<file path="config.mk">
export PLATFORM = sky130hd
export DESIGN_NAME = pipeline_hazard_unit
export DESIGN_NICKNAME = d
export VERILOG_FILES = /design/src/rtl/cpu_pipe_pkg.sv /design/src/rtl/hazard_match.sv /design/src/rtl/pipeline_hazard_unit.sv
export SDC_FILE = /design/constraint.sdc
export NUM_CORES = 1
export LEC_CHECK = 0
export CELL_PAD_IN_SITES_DETAIL_PLACEMENT = 0
export CELL_PAD_IN_SITES_GLOBAL_PLACEMENT = 1
export CORE_MARGIN = 2
export CORE_UTILIZATION = 38
export CTS_CLUSTER_SIZE = 25
export DETAILED_ROUTE_END_ITERATION = 8
export GPL_ROUTABILITY_DRIVEN = 0
export HOLD_SLACK_MARGIN = 0.12
export PLACE_DENSITY = 0.85
export SYNTH_ARGS = -nofsm -noshare
export SYNTH_HDL_FRONTEND = slang
export SYNTH_SLANG_ARGS = --single-unit
export TNS_END_PERCENT = 20
</file>
<file path="constraint.sdc">
create_clock -name clk -period 2.42 [get_ports clk]
set_input_delay 0.363 -clock clk [delete_from_list [all_inputs] [get_ports clk]]
set_output_delay 0.363 -clock clk [all_outputs]
set_load 0.01 [all_outputs]
</file>
<file path="src/rtl/cpu_pipe_pkg.sv">
// Shared definitions for the pipelined CPU hazard logic.
//   shadow_entry_t : one in-flight destination record {valid, dst, wr, load}
//   sel_width()    : width of a forwarding select for a given tracked depth
//   FWD_REGFILE    : forwarding select value meaning "read the register file"
package cpu_pipe_pkg;

  // Shadow entries carry the destination index at this fixed width so the
  // struct can live in the package; register indices up to 8 bits fit.
  localparam int unsigned MAX_REG_INDEX_BITS = 8;

  typedef logic [MAX_REG_INDEX_BITS-1:0] reg_idx_t;

  typedef struct packed {
    logic     valid;
    reg_idx_t dst;
    logic     wr;
    logic     load;
  } shadow_entry_t;

  localparam int unsigned FWD_REGFILE = 0;

  // Select values 0..depth need clog2(depth+1) bits.
  function automatic int unsigned sel_width(input int unsigned depth);
    return $clog2(depth + 1);
  endfunction

endpackage

</file>
<file path="src/rtl/hazard_match.sv">
// Compares one decode source operand against the shadow pipeline.
//   src_index/src_used : the source operand and whether it is actually read
//   shadow             : in-flight entries, index 1 = EXE (youngest)
//   match_idx          : smallest stage k holding a matching writer, 0 if none
//   match_load         : that youngest matching writer is a load
module hazard_match
  import cpu_pipe_pkg::*;
#(
  parameter int unsigned REG_INDEX_BIT_WIDTH = 4,
  parameter int unsigned PIPE_DEPTH          = 3,
  parameter int unsigned SELW                = 2
) (
  input  logic [REG_INDEX_BIT_WIDTH-1:0] src_index,
  input  logic                           src_used,
  input  shadow_entry_t [PIPE_DEPTH:1]   shadow,
  output logic [SELW-1:0]                match_idx,
  output logic                           match_load
);

  logic found;

  always_comb begin
    match_idx  = '0;
    match_load = 1'b0;
    found      = 1'b0;
    for (int unsigned k = 1; k <= PIPE_DEPTH; k++) begin
      if (!found && src_used && shadow[k].valid && shadow[k].wr &&
          shadow[k].dst == reg_idx_t'(src_index)) begin
        found      = 1'b1;
        match_idx  = SELW'(k);
        match_load = shadow[k].load;
      end
    end
  end

endmodule

</file>
<file path="src/rtl/pipeline_hazard_unit.sv">
// Hazard controller: keeps a shadow pipeline of in-flight destinations and
// derives stall, flush and operand-forwarding selects, plus event counters.
//   clk, reset                : clock, synchronous active-high reset
//   dec_valid                 : decode holds a real instruction
//   src1/2_index, src1/2_used : decode source operands
//   dst_index, reg_wrt_en     : decode destination and write enable
//   is_load                   : decode instruction is a load
//   br_taken                  : EXE redirects the PC
//   stall, flush              : pipeline control (combinational)
//   fwd_sel1, fwd_sel2        : 0 = regfile, k = stage-k result
//   stall_count, flush_count  : wrapping event counters
module pipeline_hazard_unit
  import cpu_pipe_pkg::*;
#(
  parameter int unsigned REG_INDEX_BIT_WIDTH = 4,
  parameter int unsigned PIPE_DEPTH          = 3,
  parameter int unsigned LOAD_READY_STAGE    = 2,
  parameter int unsigned FORWARDING          = 1,
  parameter int unsigned CNT_BITS            = 32,
  localparam int unsigned SELW               = sel_width(PIPE_DEPTH)
) (
  input  logic                           clk,
  input  logic                           reset,
  input  logic                           dec_valid,
  input  logic [REG_INDEX_BIT_WIDTH-1:0] src1_index,
  input  logic [REG_INDEX_BIT_WIDTH-1:0] src2_index,
  input  logic                           src1_used,
  input  logic                           src2_used,
  input  logic [REG_INDEX_BIT_WIDTH-1:0] dst_index,
  input  logic                           reg_wrt_en,
  input  logic                           is_load,
  input  logic                           br_taken,
  output logic                           stall,
  output logic                           flush,
  output logic [SELW-1:0]                fwd_sel1,
  output logic [SELW-1:0]                fwd_sel2,
  output logic [CNT_BITS-1:0]            stall_count,
  output logic [CNT_BITS-1:0]            flush_count
);

  localparam logic [SELW-1:0] LOAD_READY = SELW'(LOAD_READY_STAGE);
  localparam logic [SELW-1:0] SEL_RF     = SELW'(FWD_REGFILE);

  shadow_entry_t [PIPE_DEPTH:1] shadow;

  logic [SELW-1:0] match_idx1, match_idx2;
  logic            match_load1, match_load2;
  logic            haz1, haz2;
  logic            load_use1, load_use2;
  logic            accept;

  hazard_match #(
    .REG_INDEX_BIT_WIDTH(REG_INDEX_BIT_WIDTH),
    .PIPE_DEPTH         (PIPE_DEPTH),
    .SELW               (SELW)
  ) u_match1 (
    .src_index (src1_index),
    .src_used  (src1_used),
    .shadow    (shadow),
    .match_idx (match_idx1),
    .match_load(match_load1)
  );

  hazard_match #(
    .REG_INDEX_BIT_WIDTH(REG_INDEX_BIT_WIDTH),
    .PIPE_DEPTH         (PIPE_DEPTH),
    .SELW               (SELW)
  ) u_match2 (
    .src_index (src2_index),
    .src_used  (src2_used),
    .shadow    (shadow),
    .match_idx (match_idx2),
    .match_load(match_load2)
  );

  // Only the youngest match matters: an older load behind a younger ALU
  // writer of the same register is shadowed and never causes a stall.
  always_comb begin
    load_use1 = (match_idx1 != SEL_RF) && match_load1 && (match_idx1 < LOAD_READY);
    load_use2 = (match_idx2 != SEL_RF) && match_load2 && (match_idx2 < LOAD_READY);
    if (FORWARDING != 0) begin
      haz1     = load_use1;
      haz2     = load_use2;
      fwd_sel1 = load_use1 ? SEL_RF : match_idx1;
      fwd_sel2 = load_use2 ? SEL_RF : match_idx2;
    end else begin
      haz1     = (match_idx1 != SEL_RF);
      haz2     = (match_idx2 != SEL_RF);
      fwd_sel1 = SEL_RF;
      fwd_sel2 = SEL_RF;
    end
  end

  assign flush  = br_taken;
  assign stall  = dec_valid && (haz1 || haz2) && !br_taken;
  assign accept = dec_valid && !stall && !flush;

  always_ff @(posedge clk) begin
    if (reset) begin
      shadow <= '0;
    end else begin
      shadow[1].valid <= accept;
      shadow[1].dst   <= accept ? reg_idx_t'(dst_index) : '0;
      shadow[1].wr    <= accept && reg_wrt_en;
      shadow[1].load  <= accept && is_load;
      for (int unsigned k = 2; k <= PIPE_DEPTH; k++) begin
        shadow[k] <= shadow[k-1];
      end
    end
  end

  always_ff @(posedge clk) begin
    if (reset) begin
      stall_count <= '0;
      flush_count <= '0;
    end else begin
      if (stall) stall_count <= stall_count + CNT_BITS'(1);
      if (flush) flush_count <= flush_count + CNT_BITS'(1);
    end
  end

endmodule
</file>
==> impl_metrics.env, run 1 <==
# physical design summary
export IMPL_outcome="finished clean"
export IMPL_hold_depth=1
export IMPL_topCombFamilyByArea="simple AND/OR/NAND/NOR gates"
export IMPL_r2r_end="stall_count[6]"
export IMPL_area_growth_pct=34.64
export IMPL_taps=140
export IMPL_pg_comb_uw=157
export IMPL_nets=617
export IMPL_grt_max_degree=32
export IMPL_clk_pin_slew_ns=0.06
export IMPL_setup_viol=0
export IMPL_ys_flops=83
export IMPL_place_inst=723
export IMPL_highest_layer="met4"
export IMPL_htreeDepth=3
export IMPL_hold_end="shadow[23]"
export IMPL_nFillCells=1015
export IMPL_setup_worst_path_end="fwd_sel2[0]"
export IMPL_yosysWarnings=0
export IMPL_combGateArea_sq_mm=0.002499
export IMPL_final_area_sq_mm=0.005797
export IMPL_dpl_cell_area_sq_mm=0.005485
export IMPL_hpwl_microns=7613
export IMPL_ys_cells=490
export IMPL_use_met3_pct=5.214
export IMPL_antennaDiodeCount=0
export IMPL_fp_nets=512
export IMPL_hp_class="register to register"
export IMPL_p_seq_share_pct=47.3
export IMPL_syn_inst=490
export IMPL_crit_type="primary input to output port"
==> run 1: cell usage in the layout (no fill, tap or decap), types with 3 or more instances in the layout <==
cell,netlist,final
dlygate4sd2_1,0,3
a211oi_2,4,5
mux2_2,25,25
dfxtp_1,83,83
nand4_1,36,36
nor2_1,72,72
nand3_1,21,21
clkdlybuf4s50_1,0,81
nand2b_1,3,3
a21oi_1,25,25
and2_1,3,3
and3_1,10,10
clkinv_2,0,3
or3_1,3,3
clkbuf_16,0,9
mux2_1,5,5
nor2b_1,42,41
buf_4,4,30
o21ai_0,3,3
xnor2_1,13,13
o211ai_1,3,3
a211oi_1,4,3
nand2_1,26,26
nor3_1,5,4
inv_1,6,6
nor3b_1,7,7
xor2_1,35,35
and4_1,5,5
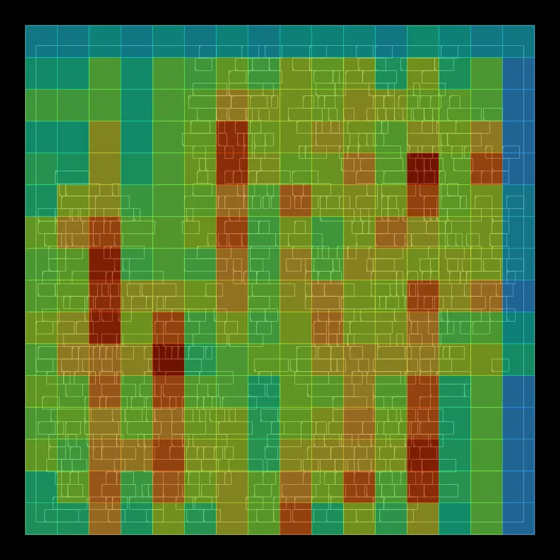
(run_1/congestion.png)
gr busiest metal: met2
final core utilization: 53.01%

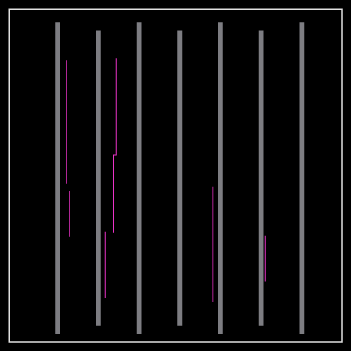
(run_1/layer_met4.png)
Drawn at 3 px/micron. Supply wires on this layer in grey.
longest straight run: 40.8 microns
share of all routed wire: 1.8%
wire length on this layer: 189 microns
nets with wire on the layer: 4
main direction: vertical
final wirelength: 10580 microns
DR vias: 3742

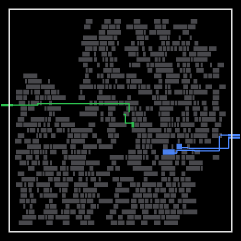
(run_1/io_fan.png)
Drawn at 2 px/micron.
| colour | port | bits | direction | end cells | wire |
|---|---|---|---|---|---|
| green | `stall` | 1 | output | 1 | 73.1 microns |
| blue | `fwd_sel1` | 2 | output | 2 | 68.0 microns |
io pins: 90
Port Buf Inserts: 89

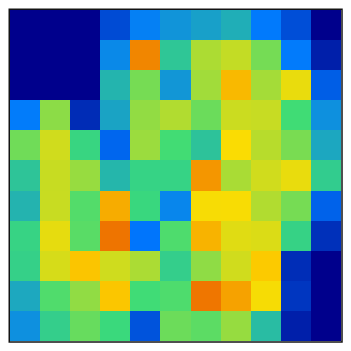
(run_1/cell_density.png)
Drawn at 3 px/micron. The die is cut into 11 by 11 equal tiles; dark blue is low, red is high, 0 to 100% covered.
nearly empty tiles: 11%
tiles over 75% full: 9.1%
emptiest ninth of the die: north-west
fullest tile: 87%
FP Util: 39.37%
Placeable Area: 0.01094 sq mm

--- run 2 (diff from run 1) ---
--- a/config.mk
+++ b/config.mk
@@ -9,7 +9,7 @@
 export CELL_PAD_IN_SITES_GLOBAL_PLACEMENT = 1
 export CORE_MARGIN = 2
 export CORE_UTILIZATION = 38
-export CTS_CLUSTER_SIZE = 25
+export CTS_CLUSTER_SIZE = 8
 export DETAILED_ROUTE_END_ITERATION = 8
 export GPL_ROUTABILITY_DRIVEN = 0
 export HOLD_SLACK_MARGIN = 0.12
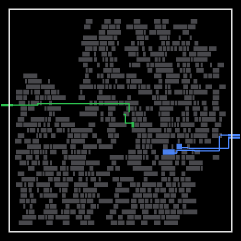
(run_2/io_fan.png)
Drawn at 2 px/micron.
| colour | port | bits | direction | end cells | wire |
|---|---|---|---|---|---|
| green | `stall` | 1 | output | 1 | 73.1 microns |
| blue | `fwd_sel1` | 2 | output | 2 | 68.0 microns |

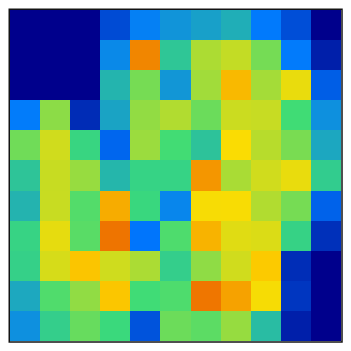
(run_2/cell_density.png)
Drawn at 3 px/micron. The die is cut into 11 by 11 equal tiles; dark blue is low, red is high, 0 to 100% covered.

==> run 2 against run 1 <==
  * Sequential share of layout area unchanged
  * Via count unchanged
  * Die size unchanged
  * Critical path type unchanged
  * Largest power group unchanged
  * Critical endpoint unchanged
==> impl_metrics.env, run 2 <==
# physical design summary
export IMPL_clockRootBuffer="clkbuf_16"
export IMPL_final_core_util_pct=53.01
export IMPL_dpl_cell_area_sq_mm=0.005485
export IMPL_hp_class="register to register"
export IMPL_post_cts_buffers=1
export IMPL_lay_top_cells="dfxtp_1 (83), clkdlybuf4s50_1 (81), nor2_1 (72)"
export IMPL_seq_share_pct=28.66
export IMPL_hold_viol=0
export IMPL_combGateArea_sq_mm=0.002499
export IMPL_io_pins=90
export IMPL_clk_pin_slew_ns=0.06
export IMPL_path_cells="clkdlybuf4s50_1 -> buf_4 -> xor2_1 -> nor2_1 -> nand4_1 -> o32ai_1 -> dlygate4sd2_1"
export IMPL_setup_viol=0
export IMPL_wl_microns=10580
export IMPL_nets=617
export IMPL_hold_depth=1
export IMPL_port_buffer_count=89
export IMPL_fp_nets=512
export IMPL_place_inst=723
export IMPL_yosysWarnings=0
export IMPL_outcome="finished clean"
export IMPL_taps=140
export IMPL_nFillCells=1015
export IMPL_finalClockPeriodUsage_pct=97.03
export IMPL_ys_cells=490
export IMPL_cp_required_ns=2.06
export IMPL_grt_max_degree=32
export IMPL_crit_type="primary input to output port"
export IMPL_r2r_end="stall_count[6]"
export IMPL_core_sq_mm=0.01094
export IMPL_hold_end="shadow[23]"
export IMPL_grt_pass1_vias=3707
export IMPL_logic_gates=373
export IMPL_syn_inst=490
export IMPL_area_growth_pct=34.64
export IMPL_setup_worst_path_end="fwd_sel2[0]"
export IMPL_pg_comb_uw=157
export IMPL_htreeDepth=3
export IMPL_p_seq_share_pct=47.3
export IMPL_final_area_sq_mm=0.005797
export IMPL_antennaDiodeCount=0
export IMPL_use_met3_pct=5.214
export IMPL_ys_flops=83
export IMPL_top_usage_layer="met2"
export IMPL_vias=3742
export IMPL_final_common_cell="dfxtp_1"
export IMPL_fp_util_pct=39.37
[run 2: cell counts after synthesis]
Identical to the previous run, type by type.
[run 2: worst reg2reg max path, delay by kind of cell, from the launching register on]
family	cells	cell delay, ns
compound gates	2	0.74
flops	1	0.33
mux	1	0.35
buf+inv	2	0.43
simple gates	2	0.25
[run 2: cell families (layout without fill, tap and decap cells)]
kind of cell / after synthesis / after routing / share of synthesized area (%)
flops: 83 / 83 / 38.59
mux: 31 / 31 / 8.079
simple gates: 245 / 245 / 31.07
compound gates: 47 / 47 / 8.079
fa+ha+maj: 2 / 2 / 0.5811
xor+xnor: 48 / 48 / 9.765
buf+inv: 34 / 144 / 3.836
No activity file was given, so power comes from the tool's default toggle rates.
